==> config.mk <==
export PLATFORM = sky130hd
export DESIGN_NAME = lc3_controller
export DESIGN_NICKNAME = d
export VERILOG_FILES = /design/src/rtl/lc3_controller.sv
export SDC_FILE = /design/constraint.sdc
export NUM_CORES = 1
export LEC_CHECK = 0
export CORE_UTILIZATION = 42
export CTS_BUF_LIST = sky130_fd_sc_hd__clkbuf_8
export DETAILED_ROUTE_END_ITERATION = 6
export GPL_TIMING_DRIVEN = 0
export PLACE_DENSITY_LB_ADDON = 0.08
export SLEW_MARGIN = 30
export SYNTH_ARGS = -nofsm -noshare
export SYNTH_HDL_FRONTEND = slang
export SYNTH_SLANG_ARGS = --single-unit
==> constraint.sdc <==
create_clock -name clk -period 2.9 [get_ports clk]
set_clock_uncertainty 0.15 [all_clocks]
set_input_delay 0.58 -clock clk [delete_from_list [all_inputs] [get_ports clk]]
set_output_delay 0.58 -clock clk [all_outputs]
set_load 0.02 [all_outputs]
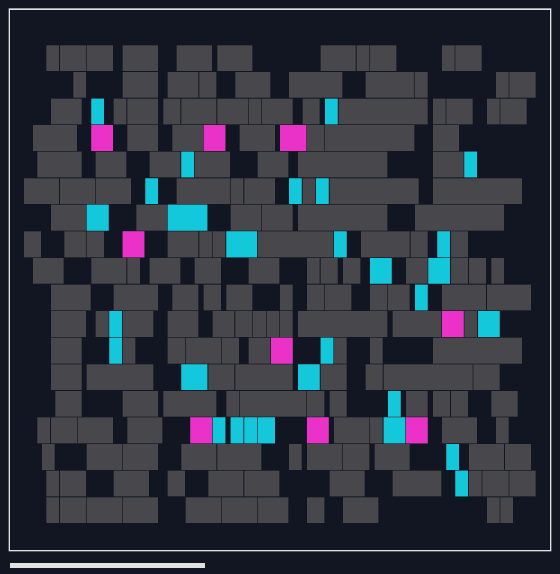
**Above:** gate-type map.
The bar under the picture is 20 um long.
Key: magenta = and/or cells [cells 9, most used and3_1]; cyan = nand cells [cells 29, most used nand2_1]
fraction of standard cell area in multi-input logic: 47.88%
dominant logic cell type in the layout: sky130_fd_sc_hd__clkdlybuf4s50_1

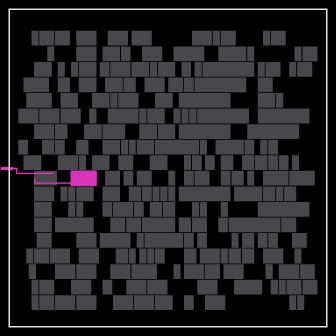
**Above:** port wiring.
Key: magenta = `bypass_alu_1` [direction output, edge left, end cells 1, buffers 1, wire 15.6 um]
Top Ports: 71
number of port buffers: 43

==> run_results.csv <==
group,metric,value,unit
global_routing,grt_max_degree,16,
drt,detailedRoute.firstPassIterationCount,5,
synth,post_synth_fa_ha_maj_area_fraction,2.101,%
drt,post_drt_wl_per_cell,12.81,um
final_timing,min_period,2.841,ns
cts,number_of_buffers_added_by_the_clock_tree_synthesis_step,3,
cells_and_area,stdcell_area,1800,sq um
cells_and_area,drive_gt1_share,22.02,%
cts,tritoncts,"yes",
drt,first_iter_violations,46,
floorplanning,floorplan.die_area,3053,sq um
placement,pre_cts_ws,-0.8810,ns
global_routing,groute.layer.met1.usage,22.85,%
final_timing,post-route-worst-setup-slack,0.05926,ns
worst_hold_path,min-delay-path-class,"in -> async",
drt,route.detailed.drc,0,
floorplanning,floorplan.initialDensity,46.39,%
final_timing,clock.fmax,0.3520,GHz
outcome,status,"completed",
synth,synthArstFlopShare,100.0,%
floorplanning,height_of_the_die,55.26,um
setup_path,worst-r2r-setup-slack,1.23,ns
synth,ys_seq_share,21.01,%
cts,clkSlewWorstSetupHoldPaths,0.05,ns
synth,syn_area,1191,sq um
setup_path,worst_r2r_path_depth,5,
setup_path,crit_path_max_incr_delay,0.58,ns
final_timing,timing.final.crit_share,97.96,%
job,warnings,39,
synth,synth.yosys.warnings,0,
placement,dpl.cell_count,243,
drt,wl,3177,um
cells_and_area,comb_area,862.1,sq um
setup_path,critPathKind,"in -> out",
synth,netlist.top_cell.by_area,"sky130_fd_sc_hd__dfrtp_1",
global_routing,grtUsageMet2,37.69,%
cts,clockBufferDepth,2,
cells_and_area,final_nets,263,
global_routing,grt-ovfl-total,0,
cells_and_area,antenna_cells,0,
synth,main_flop_type_after_synthesis,"sky130_fd_sc_hd__dfrtp_1",
drt,avgViaCountPerCell,5.190,
cts,clock_insertion_delay_worst_skew,0.23,ns
synth,ys_seq_elements,10,
global_routing,globalRouteTotalUtil,20.33,%
placement,placed_area,1715,sq um
cts,cts.htree.levels,1,
synth,enable_flop_cells,0,
synth,synthTopLogicFamily,"simple AND/OR/NAND/NOR gates",
power,highest_ir_drop_seen_on_vdd,0.0004878,V
setup_path,critical_path_required,2.17,ns
setup_path,critPathMaxFanout,2,
synth,synthesis.area_per_instance,7.685,sq um
synth,synth-compound-area-share,22.16,%
placement,post-dp-hpwl,2602,um
global_routing,grt_first_pass_wirelength,5161,um
global_routing,first_global_vias,1237,
setup_path,cp_num_buf_inv,2,
setup_path,critical-path-top-delay-family,"simple AND/OR/NAND/NOR gates",
setup_path,path_cells,"clkdlybuf4s50_1 -> xor2_1 -> or4_1 -> nor3_2 -> buf_2",
final_timing,report.final.slew_viol_count,0,
global_routing,grt.busiest_layer,"met2",
synth,synthDistinctLibCells,48,
power,leakage,0.0008692,uW
cells_and_area,fillCellCount,238,
setup_path,path_depth,5,
cells_and_area,register_area,250.2,sq um
final_timing,rsz_0062_raised_after_global_routing,"yes",
synth,yosys-top-cells-area,"sky130_fd_sc_hd__dfrtp_1 21%, sky130_fd_sc_hd__buf_4 11%, sky130_fd_sc_hd__nand2_1 6.0%",
synth,instance_count_of_the_mapped_netlist,155,
global_routing,grtUsageMet3,1.874,%
cells_and_area,syn2layout_area_growth,51.16,%
global_routing,antenna_found_initial,0,
cts,cts_sinks,10,
job,max_cap_viol_count,0,
floorplanning,rows,18,
cells_and_area,layout_top_cells_excl_fill_tap,"28 x sky130_fd_sc_hd__clkdlybuf4s50_1, 20 x sky130_fd_sc_hd__buf_4, 19 x sky130_fd_sc_hd__nand2_1",
drt,antenna_violating_nets_left,0,
placement,routabilityCongestion,0.9365,
synth,yosys-mux-area-fraction,2.941,%
cts,clock-root-buffer,"sky130_fd_sc_hd__clkbuf_8",
synth,synthSimpleGateAreaFrac,26.16,%
setup_path,arrival,2.11,ns
cells_and_area,fin_cells,248,
final_timing,timing.final.hold_violations,0,
floorplanning,die_width,55.26,um
floorplanning,core-area,2567,sq um
setup_path,worstSetupEndpointType,"output pin",
power,power.density_cell_area,585.1,nW/um^2
synth,synthDominantCellAreaShare,21.01,%
setup_path,critical_path.startpoint_type,"input pin",
synth,ys_cells,155,
final_timing,timing.final.setup_violations,0,
synth,ys_area,1191,sq um
setup_path,crit_slowest_cell,"sky130_fd_sc_hd__or4_1",
synth,xor_area_share,10.29,%
drt,via_count,1287,
## metal layers
layer / up-vias / wire length [um]
met4: 0 / 75
met1: 609 / 1324
met5: - / 0
met2: 38 / 1660
met3: 8 / 117
li1: 632 / -
## area by class of cell
class	count	share of cell area (%)
flip-flops and latches	10	13.90
clock buffers	4	3.058
plain buffers	21	8.270
well taps	30	2.085
inverters	7	1.459
multi-input cells	131	47.88
repair buffers	45	23.35
## power by group
group | switching [uW] | internal (uW)
combinational | 319 | 280
clock | 54.3 | 119
sequential | 84.2 | 197
## repair_timing
item,CTS,global route
buffers inserted,1,1
pin swaps,2,3
endpoints found under the setup margin,13,9
hold buffers,0,0
gates resized,38,10
## metrics by stage
stage          hold slack (ns)  utilization, %  TNS [ns]  total power (uW)
2_1_floorplan           0.1344               -         0             669.8
3_3_place_gp            0.3692           66.81    -5.567             849.1
3_5_place_dp            0.3823           66.81    -5.736             874.9
4_1_cts                0.07534           68.81         0              1046
5_1_grt                0.06427           70.13  -0.04322              1124
6_report               0.05578           70.13         0              1053
## kinds of logic (layout without fill, tap and decap cells)
family	count (synthesis)	in the layout
adders and majority gates	2	2
xor gates and xnor gates	14	14
DFF	10	10
other	1	16
AOI/OAI and AO/OA	35	35
and+or+nand+nor	61	61
muxes	3	3
buffers and inverters	29	77
## synthesized netlist by cell type, drive strengths merged (3+ instances only)
master  instances
buf            20
nand2          20
nor2           14
o21ai          11
dfrtp          10
a21oi           8
xor2            8
inv             7
nand2b          6
xnor2           6
and3            4
nor2b           3
Power is estimated from default activity; no workload was simulated.
